===== src/rtl/phot_window_counter_if.sv =====
// Result stream between the window counter and its consumer: head count,
// saturation flag, valid/ready handshake.
interface phot_window_counter_if #(
    parameter int CNT_W = 16
);
    logic [CNT_W-1:0] count_out;
    logic             count_sat;
    logic             count_valid;
    logic             count_ready;

    modport master (
        output count_out,
        output count_sat,
        output count_valid,
        input  count_ready
    );

    modport slave (
        input  count_out,
        input  count_sat,
        input  count_valid,
        output count_ready
    );
endinterface


===== src/rtl/phot_window_counter.sv =====
// Counts pulse rising edges inside programmable windows, single-shot or
// back-to-back, and queues one saturating count per window in a FWFT FIFO.
module phot_window_counter #(
    parameter int CNT_W      = 16,
    parameter int FIFO_DEPTH = 4
) (
    input  logic                  clk,
    input  logic                  rst,
    input  logic                  pulse_in,
    input  logic [31:0]           window_len,
    input  logic                  continuous,
    input  logic                  start,
    input  logic                  stop,
    phot_window_counter_if.master res,
    output logic                  busy,
    output logic                  lost
);
    localparam int PTR_W = (FIFO_DEPTH > 1) ? $clog2(FIFO_DEPTH) : 1;
    localparam logic [PTR_W:0] FULL_LVL = (PTR_W+1)'(FIFO_DEPTH);

    typedef enum logic [0:0] {ST_IDLE = 1'b0, ST_COUNT = 1'b1} state_t;

    state_t             state_r, state_n;
    logic               pulse_d_r;
    logic [31:0]        len_r, len_n;
    logic               cont_r, cont_n;
    logic               stop_seen_r, stop_seen_n;
    logic [31:0]        win_cnt_r, win_cnt_n;
    logic [CNT_W-1:0]   ev_cnt_r, ev_cnt_n;
    logic               sat_r, sat_n;
    logic               lost_r, lost_n;

    logic [CNT_W-1:0]   mem_cnt_r [FIFO_DEPTH];
    logic               mem_sat_r [FIFO_DEPTH];
    logic [PTR_W-1:0]   wr_ptr_r, rd_ptr_r;
    logic [PTR_W:0]     fill_r;

    logic               edge_s;
    logic [CNT_W-1:0]   ev_plus_s;
    logic               sat_plus_s;
    logic               win_end_s;
    logic               full_s;
    logic               pop_s;
    logic               push_s;
    logic               drop_s;
    logic               valid_s;

    // Edge detect, saturating event increment and FIFO handshake decode.
    always_comb begin
        edge_s = pulse_in & ~pulse_d_r;
        if (edge_s && !(&ev_cnt_r)) begin
            ev_plus_s = ev_cnt_r + CNT_W'(1);
        end else begin
            ev_plus_s = ev_cnt_r;
        end
        sat_plus_s = sat_r | (&ev_plus_s);
        win_end_s  = (state_r == ST_COUNT) && (win_cnt_r == (len_r - 32'd1));
        valid_s    = (fill_r != '0);
        full_s     = (fill_r == FULL_LVL);
        pop_s      = valid_s & res.count_ready;
        // A pop on a full FIFO frees the slot the concurrent push lands in.
        push_s     = win_end_s & (~full_s | pop_s);
        drop_s     = win_end_s & full_s & ~pop_s;
    end

    // Next-state and window datapath decisions.
    always_comb begin
        state_n     = state_r;
        len_n       = len_r;
        cont_n      = cont_r;
        stop_seen_n = stop_seen_r;
        win_cnt_n   = win_cnt_r;
        ev_cnt_n    = ev_cnt_r;
        sat_n       = sat_r;
        lost_n      = lost_r | drop_s;
        case (state_r)
            ST_IDLE: begin
                if (start) begin
                    state_n     = ST_COUNT;
                    len_n       = (window_len == 32'd0) ? 32'd1 : window_len;
                    cont_n      = continuous;
                    stop_seen_n = 1'b0;
                    win_cnt_n   = 32'd0;
                    ev_cnt_n    = '0;
                    sat_n       = 1'b0;
                    lost_n      = 1'b0;
                end else begin
                    state_n = ST_IDLE;
                end
            end
            ST_COUNT: begin
                if (win_end_s) begin
                    // Edges in the closing cycle belong to the closing window.
                    win_cnt_n   = 32'd0;
                    ev_cnt_n    = '0;
                    sat_n       = 1'b0;
                    stop_seen_n = 1'b0;
                    if (cont_r && !(stop_seen_r || stop)) begin
                        state_n = ST_COUNT;
                    end else begin
                        state_n = ST_IDLE;
                    end
                end else begin
                    win_cnt_n   = win_cnt_r + 32'd1;
                    ev_cnt_n    = ev_plus_s;
                    sat_n       = sat_plus_s;
                    stop_seen_n = stop_seen_r | stop;
                end
            end
            default: begin
                state_n = ST_IDLE;
            end
        endcase
    end

    // Control and window state registers.
    always_ff @(posedge clk) begin
        if (rst) begin
            state_r     <= ST_IDLE;
            pulse_d_r   <= 1'b0;
            len_r       <= 32'd1;
            cont_r      <= 1'b0;
            stop_seen_r <= 1'b0;
            win_cnt_r   <= 32'd0;
            ev_cnt_r    <= '0;
            sat_r       <= 1'b0;
            lost_r      <= 1'b0;
        end else begin
            state_r     <= state_n;
            pulse_d_r   <= pulse_in;
            len_r       <= len_n;
            cont_r      <= cont_n;
            stop_seen_r <= stop_seen_n;
            win_cnt_r   <= win_cnt_n;
            ev_cnt_r    <= ev_cnt_n;
            sat_r       <= sat_n;
            lost_r      <= lost_n;
        end
    end

    // Result FIFO storage, pointers and fill level.
    always_ff @(posedge clk) begin
        if (rst) begin
            wr_ptr_r <= '0;
            rd_ptr_r <= '0;
            fill_r   <= '0;
            for (int i = 0; i < FIFO_DEPTH; i++) begin
                mem_cnt_r[i] <= '0;
                mem_sat_r[i] <= 1'b0;
            end
        end else begin
            if (push_s) begin
                mem_cnt_r[wr_ptr_r] <= ev_plus_s;
                mem_sat_r[wr_ptr_r] <= sat_plus_s;
                wr_ptr_r            <= wr_ptr_r + PTR_W'(1);
            end
            if (pop_s) begin
                rd_ptr_r <= rd_ptr_r + PTR_W'(1);
            end
            case ({push_s, pop_s})
                2'b10:   fill_r <= fill_r + (PTR_W+1)'(1);
                2'b01:   fill_r <= fill_r - (PTR_W+1)'(1);
                default: fill_r <= fill_r;
            endcase
        end
    end

    assign res.count_valid = valid_s;
    assign res.count_out   = valid_s ? mem_cnt_r[rd_ptr_r] : '0;
    assign res.count_sat   = valid_s ? mem_sat_r[rd_ptr_r] : 1'b0;
    assign busy            = (state_r == ST_COUNT);
    assign lost            = lost_r;
endmodule


===== src/flat_wrapper.sv =====
// flat-port wrapper written by rule: the top's interface ports become plain ports
module phot_window_counter_flat 
#(
    parameter int CNT_W      = 16,
    parameter int FIFO_DEPTH = 4
)
  (clk, rst, pulse_in, window_len, continuous, start, stop, busy, lost, res_count_out, res_count_sat, res_count_valid, res_count_ready);
  phot_window_counter_if #(.CNT_W(CNT_W)) res_i ();
  input  logic clk;
  input  logic rst;
  input  logic pulse_in;
  input  logic [31:0] window_len;
  input  logic continuous;
  input  logic start;
  input  logic stop;
  output logic busy;
  output logic lost;
  output wire logic [$bits(res_i.count_out)-1:0] res_count_out;
  output wire logic [$bits(res_i.count_sat)-1:0] res_count_sat;
  output wire logic [$bits(res_i.count_valid)-1:0] res_count_valid;
  input wire logic [$bits(res_i.count_ready)-1:0] res_count_ready;
  assign res_count_out = res_i.count_out;
  assign res_count_sat = res_i.count_sat;
  assign res_count_valid = res_i.count_valid;
  assign res_i.count_ready = res_count_ready;
  phot_window_counter #(.CNT_W(CNT_W), .FIFO_DEPTH(FIFO_DEPTH)) u_core (.clk(clk), .rst(rst), .pulse_in(pulse_in), .window_len(window_len), .continuous(continuous), .start(start), .stop(stop), .res(res_i), .busy(busy), .lost(lost));
endmodule

===== config.mk =====
export PLATFORM = sky130hd
export DESIGN_NAME = phot_window_counter_flat
export DESIGN_NICKNAME = d
export VERILOG_FILES = /design/src/rtl/phot_window_counter_if.sv /design/src/rtl/phot_window_counter.sv /design/src/flat_wrapper.sv
export SDC_FILE = /design/constraint.sdc
export NUM_CORES = 1
export LEC_CHECK = 0
export CAP_MARGIN = 40
export CORE_MARGIN = 3
export CORE_UTILIZATION = 54
export DETAILED_ROUTE_END_ITERATION = 7
export PLACE_DENSITY = 0.84
export SYNTH_ARGS = -nofsm -noshare
export SYNTH_HDL_FRONTEND = slang
export SYNTH_SLANG_ARGS = --single-unit

===== constraint.sdc =====
create_clock -name clk -period 4.9 [get_ports clk]
set_input_delay 0.98 -clock clk [delete_from_list [all_inputs] [get_ports clk]]
set_output_delay 0.98 -clock clk [all_outputs]
set_load 0.005 [all_outputs]

Run 1, cell classes on the final placement:
Fill, decap, tap and diode cells in gray.
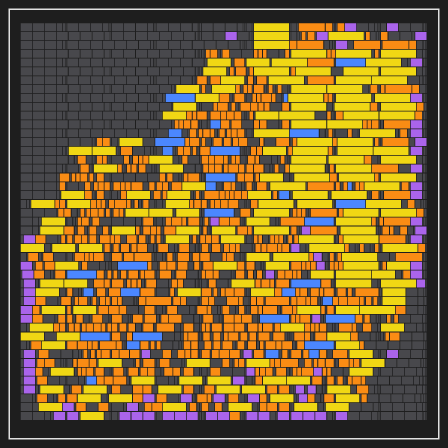
| color | class | cells |
|---|---|---|
| orange | combinational and other logic | 667 |
| yellow | flops | 163 |
| purple | other buffers and delay cells | 73 |
| blue | clock drivers and dummy loads | 32 |

Run 1, sequential cells grouped by signal name:
Other sequential cells in the stronger gray, the rest of the logic in the fainter gray.
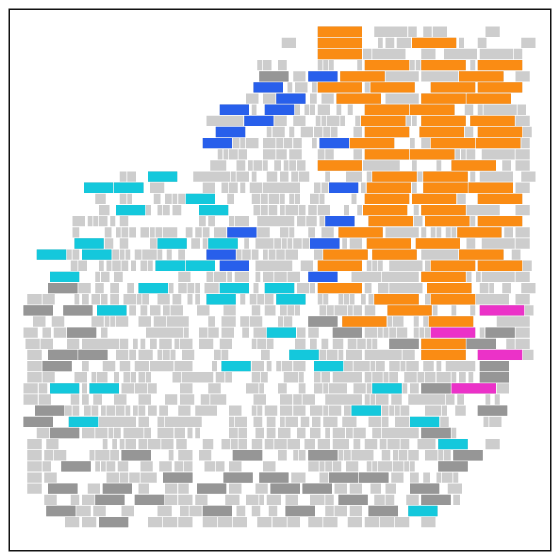
| color | name in the netlist | flops |
|---|---|---|
| blue | u_core.ev_cnt_r | 16 |
| orange | u_core.mem_cnt_r | 64 |
| magenta | u_core.mem_sat_r | 4 |
| cyan | u_core.win_cnt_r | 32 |
not colored: 47
sequential power: 0.00151 W
register area: 0.003944 mm^2

Run 1, cell placement:
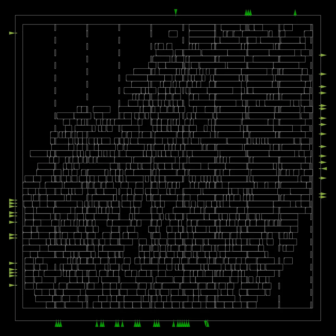
tap cells: 211
Placement Rows: 45

==> results.ini, run 1 <==
[critical_path]
reg2reg_from = u_core.len_r[0]$_SDFFE_PP1P_
cp.depth = 12
worstPathRequired_ps = 5180
critPathBufInv = 2
slowest_stage = or4_4
worstPathMaxFanout = 20
critPathTopFamily = simple AND/OR/NAND/NOR gates
startpoint = u_core.len_r[0]$_SDFFE_PP1P_
r2r_setup_slack_ps = 410

[yosys]
synth_top_cell_by_count = nor2_1
mux_area_frac = 0.06019
synth-compound-area-share = 0.1262
ys_chip_area_mm2 = 0.008543
logic_family = simple AND/OR/NAND/NOR gates
yosysTopAreaCellShare = 0.2390
yosysUniqueCellTypes = 75
synth_warnings = 0
ys_seq_elements = 163
yosysTopAreaCell = edfxtp_1
edf_count = 68
top_cells_by_count = nor2_1 (108), dfxtp_1 (95), nand2_1 (70)
topCellsByArea = edfxtp_1 (24%), dfxtp_1 (22%), nor2_1 (4.7%), mux4_2 (4.5%), a22o_1 (3.4%)

[final_layout]
clock_buffers = 17
n_antenna_cell = 0
buf_share = 0.07038
sh_comb_area = 0.4352
seqAreaFraction = 0.4004
signal_buffers = 73
drive_gt1_frac = 0.1016
final_cell_mix = nor2_1 (107), dfxtp_1 (95), nand2_1 (70)
clock_area_frac = 0.05729
lay_top_count = nor2_1
nonClockInverterCount = 26

[sta]
fin_crit_sh = 0.9169
fin_worst_skew_ps = 9.379
tightest_slew_ps = 784.1
hold_violations = 0
slew_viol_final = 0
relSlewSlack = 0.4733
fin_ws_ps = 407.4

[die]
initCoreUtil = 0.5578
dieArea_mm2 = 0.01737
io-pin-count = 59

[grt]
groute.usage.overall = 0.2329
use_met2 = 0.3911
grt_pass1_wl_um = 32980
overflow = 0
grt_pass1_vias = 6653
grtUsageMet1 = 0.3066

[clocking]
clk_pin_slew_worst_paths_ps = 70
cts.repair.resized = 0
cts_tree = yes

[drt]
dr.pass1.iters = 6
dr_wl_met2_um = 9723
final_antenna_net_count = 0
viasPerCell = 6.026

[pwr]
power_w = 0.003189
p_leak_nw = 3.301
comb_power_share = 0.129
clockPowerShare = 0.399
power.group.top = registers
switching_share = 0.2666
power_density_mw_per_mm2 = 323.8
seqPwrFrac = 0.472

[hold_path]
holdPathEnd = u_core.busy$_SDFF_PP0_

[outcome]
status = complete, no violations

[flow_run]
drv_cap = 0

==> run 1: worst register-to-register path: stages, from the launching register on <==
cell and delay [ps]:
dfxtp_1 340, inv_1 110, ha_1 250, or4b_1 540, nor4_1 350, a21boi_0 160
o311ai_0 380, o221ai_1 230, or3_1 550, or4_4 730, or3_1 350, buf_4 230
nor2_1 130
==> run 1: flip-flops by register name, indices dropped and copies added, names as in the netlist, 2 cells and up, named ones only <==
name,flops
u_core.ev_cnt_r,16
u_core.fill_r,3
u_core.len_r,32
u_core.mem_cnt_r,64
u_core.mem_sat_r,4
u_core.rd_ptr_r,2
u_core.win_cnt_r,32
u_core.wr_ptr_r,2
==> run 2: changes to the inputs <==
--- a/config.mk
+++ b/config.mk
@@ -10,6 +10,7 @@
 export CORE_UTILIZATION = 54
 export DETAILED_ROUTE_END_ITERATION = 7
 export PLACE_DENSITY = 0.84
+export SKIP_LAST_GASP = 1
 export SYNTH_ARGS = -nofsm -noshare
 export SYNTH_HDL_FRONTEND = slang
 export SYNTH_SLANG_ARGS = --single-unit
Run 2, cell classes on the final placement:
Fill, decap, tap and diode cells in gray.
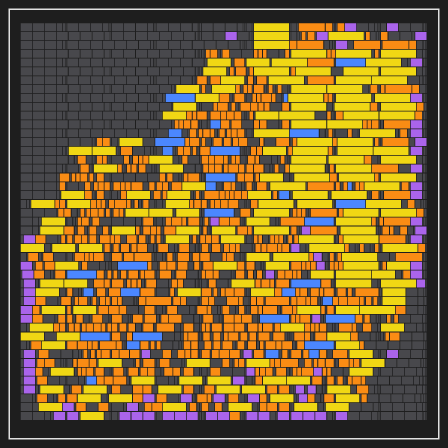
| color | class | cells |
|---|---|---|
| yellow | flops | 163 |
| blue | clock drivers and dummy loads | 32 |
| purple | other buffers and delay cells | 73 |
| orange | combinational and other logic | 667 |

Run 2, sequential cells grouped by signal name:
Other sequential cells in the stronger gray, the rest of the logic in the fainter gray.
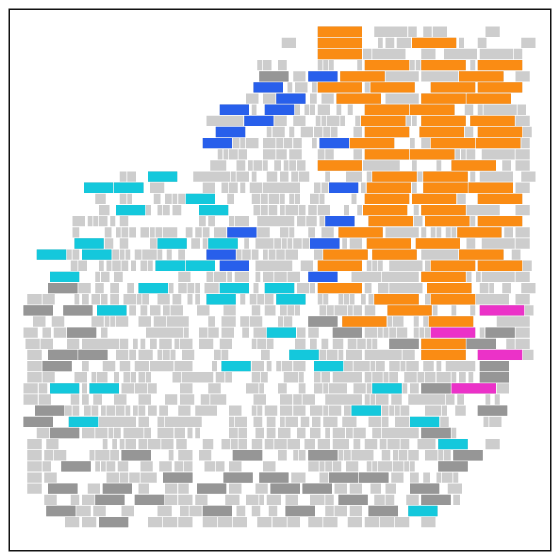
| color | name in the netlist | flops |
|---|---|---|
| blue | u_core.ev_cnt_r | 16 |
| orange | u_core.mem_cnt_r | 64 |
| cyan | u_core.win_cnt_r | 32 |
| magenta | u_core.mem_sat_r | 4 |
not colored: 47
flop share of the area: 0.4004
final core occ: 0.6431

==> results.ini, run 2 <==
[outcome]
status = complete, no violations

[sta]
max_freq_ghz = 0.2226
slew_viol_final = 0
fin_worst_skew_ps = 9.379
fin_crit_sh = 0.9169
relSlewSlack = 0.4733
tightest_slew_ps = 784.1
fin_ws_ps = 407.4
hold_violations = 0

[yosys]
synth-compound-area-share = 0.1262
synth_top_cell_by_count = nor2_1
mux_area_frac = 0.06019
ys_chip_area_mm2 = 0.008543
synth_warnings = 0
ys_sh_adder = 0.006737
yosysTopAreaCell = edfxtp_1
edf_count = 68
yosysUniqueCellTypes = 75
ys_seq_elements = 163
yosysTopAreaCellShare = 0.2390
logic_family = simple AND/OR/NAND/NOR gates
syn_nets = 924
top_cells_by_count = nor2_1 (108), dfxtp_1 (95), nand2_1 (70)

[critical_path]
startpoint = u_core.len_r[0]$_SDFFE_PP1P_
r2r_setup_slack_ps = 410
reg2reg_to = u_core.mem_sat_r[1]$_SDFFCE_PN0P_
cp.depth = 12
crit_top_cell = or3_1
start_kind = register
critPathTopFamily = simple AND/OR/NAND/NOR gates
slowest_stage = or4_4
critPathBufInv = 2
worstPathRequired_ps = 5180
cp_cell_sequence = inv_1 > ha_1 > or4b_1 > nor4_1 > a21boi_0 > o311ai_0 > o221ai_1 > or3_1 > or4_4 > or3_1 > buf_4 > nor2_1
worstPathMaxFanout = 20

[placement]
place_worst_setup_slack_ps = 237.9
portBuffers = 58

[clocking]
clk_pin_slew_worst_paths_ps = 70
cts_buffer_depth = 2
cts_tree = yes

[final_layout]
regMostFlops = u_core.mem_cnt_r
largest_registers = u_core.mem_cnt_r: 64 flops, u_core.len_r: 32 flops, u_core.win_cnt_r: 32 flops
drive_gt1_frac = 0.1016
n_antenna_cell = 0
largest_reg_flops = 64
lay_top_count = nor2_1

[grt]
use_met2 = 0.3911
groute.usage.overall = 0.2329
grtUsageMet1 = 0.3066
grt_pass1_wl_um = 32980

[pwr]
power_density_mw_per_mm2 = 323.8
power_w = 0.003189
peakVddDrop_v = 0.0002575
p_leak_nw = 3.301

[die]
initCoreUtil = 0.5578
dieArea_mm2 = 0.01737
dieWidth_um = 131.8
row_count = 45
io-pin-count = 59

[drt]
dr.pass1.iters = 6
wl_met1_um = 8614
vias = 6906
dr_wl_met2_um = 9723

[hold_path]
holdPathEnd = u_core.busy$_SDFF_PP0_

[flow_run]
drv_cap = 0

Run 2, cell placement:
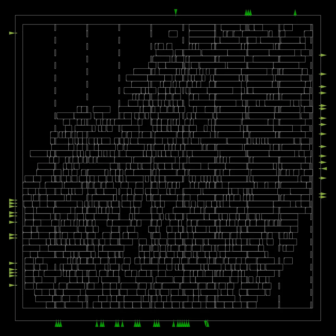
final std cells w/o fill: 1,146
fill count: 1,217
flip-flops: 163
Core Region: 0.01531 mm^2

[run 2: cell counts after synthesis]
No cell type changed its count.
[run 2: area by class of cell]
type                       count  area (um^2)
clock buffer                  17        425.4
clock inverter                15        138.9
fill                        1217         5465
inverter                      26        97.59
multi-input combinational    641         4287
sequential                   163         3944
tap                          211        264.0
timing repair buffer          73        693.2
[run 2: where the power goes]
group	switching, W	leakage, nW	internal [W]	total [W]
Combinational	0.000206	1.57	0.000205	0.000411
Sequential	0.0000458	1.45	0.00146	0.00151
Clock	0.000598	0.280	0.000674	0.00127
[run 2: worst min-delay path, delay by kind of cell (launching register included)]
family          cells  cell delay (ps)
compound gates      1               60
flops               1              310
simple gates        1               60
[run 2: timing repair]
item,CTS,global route
hold buffers,0,0
setup endpoints to repair,0,61
gates resized,0,2
No activity file was given, so power comes from the tool's default toggle rates.
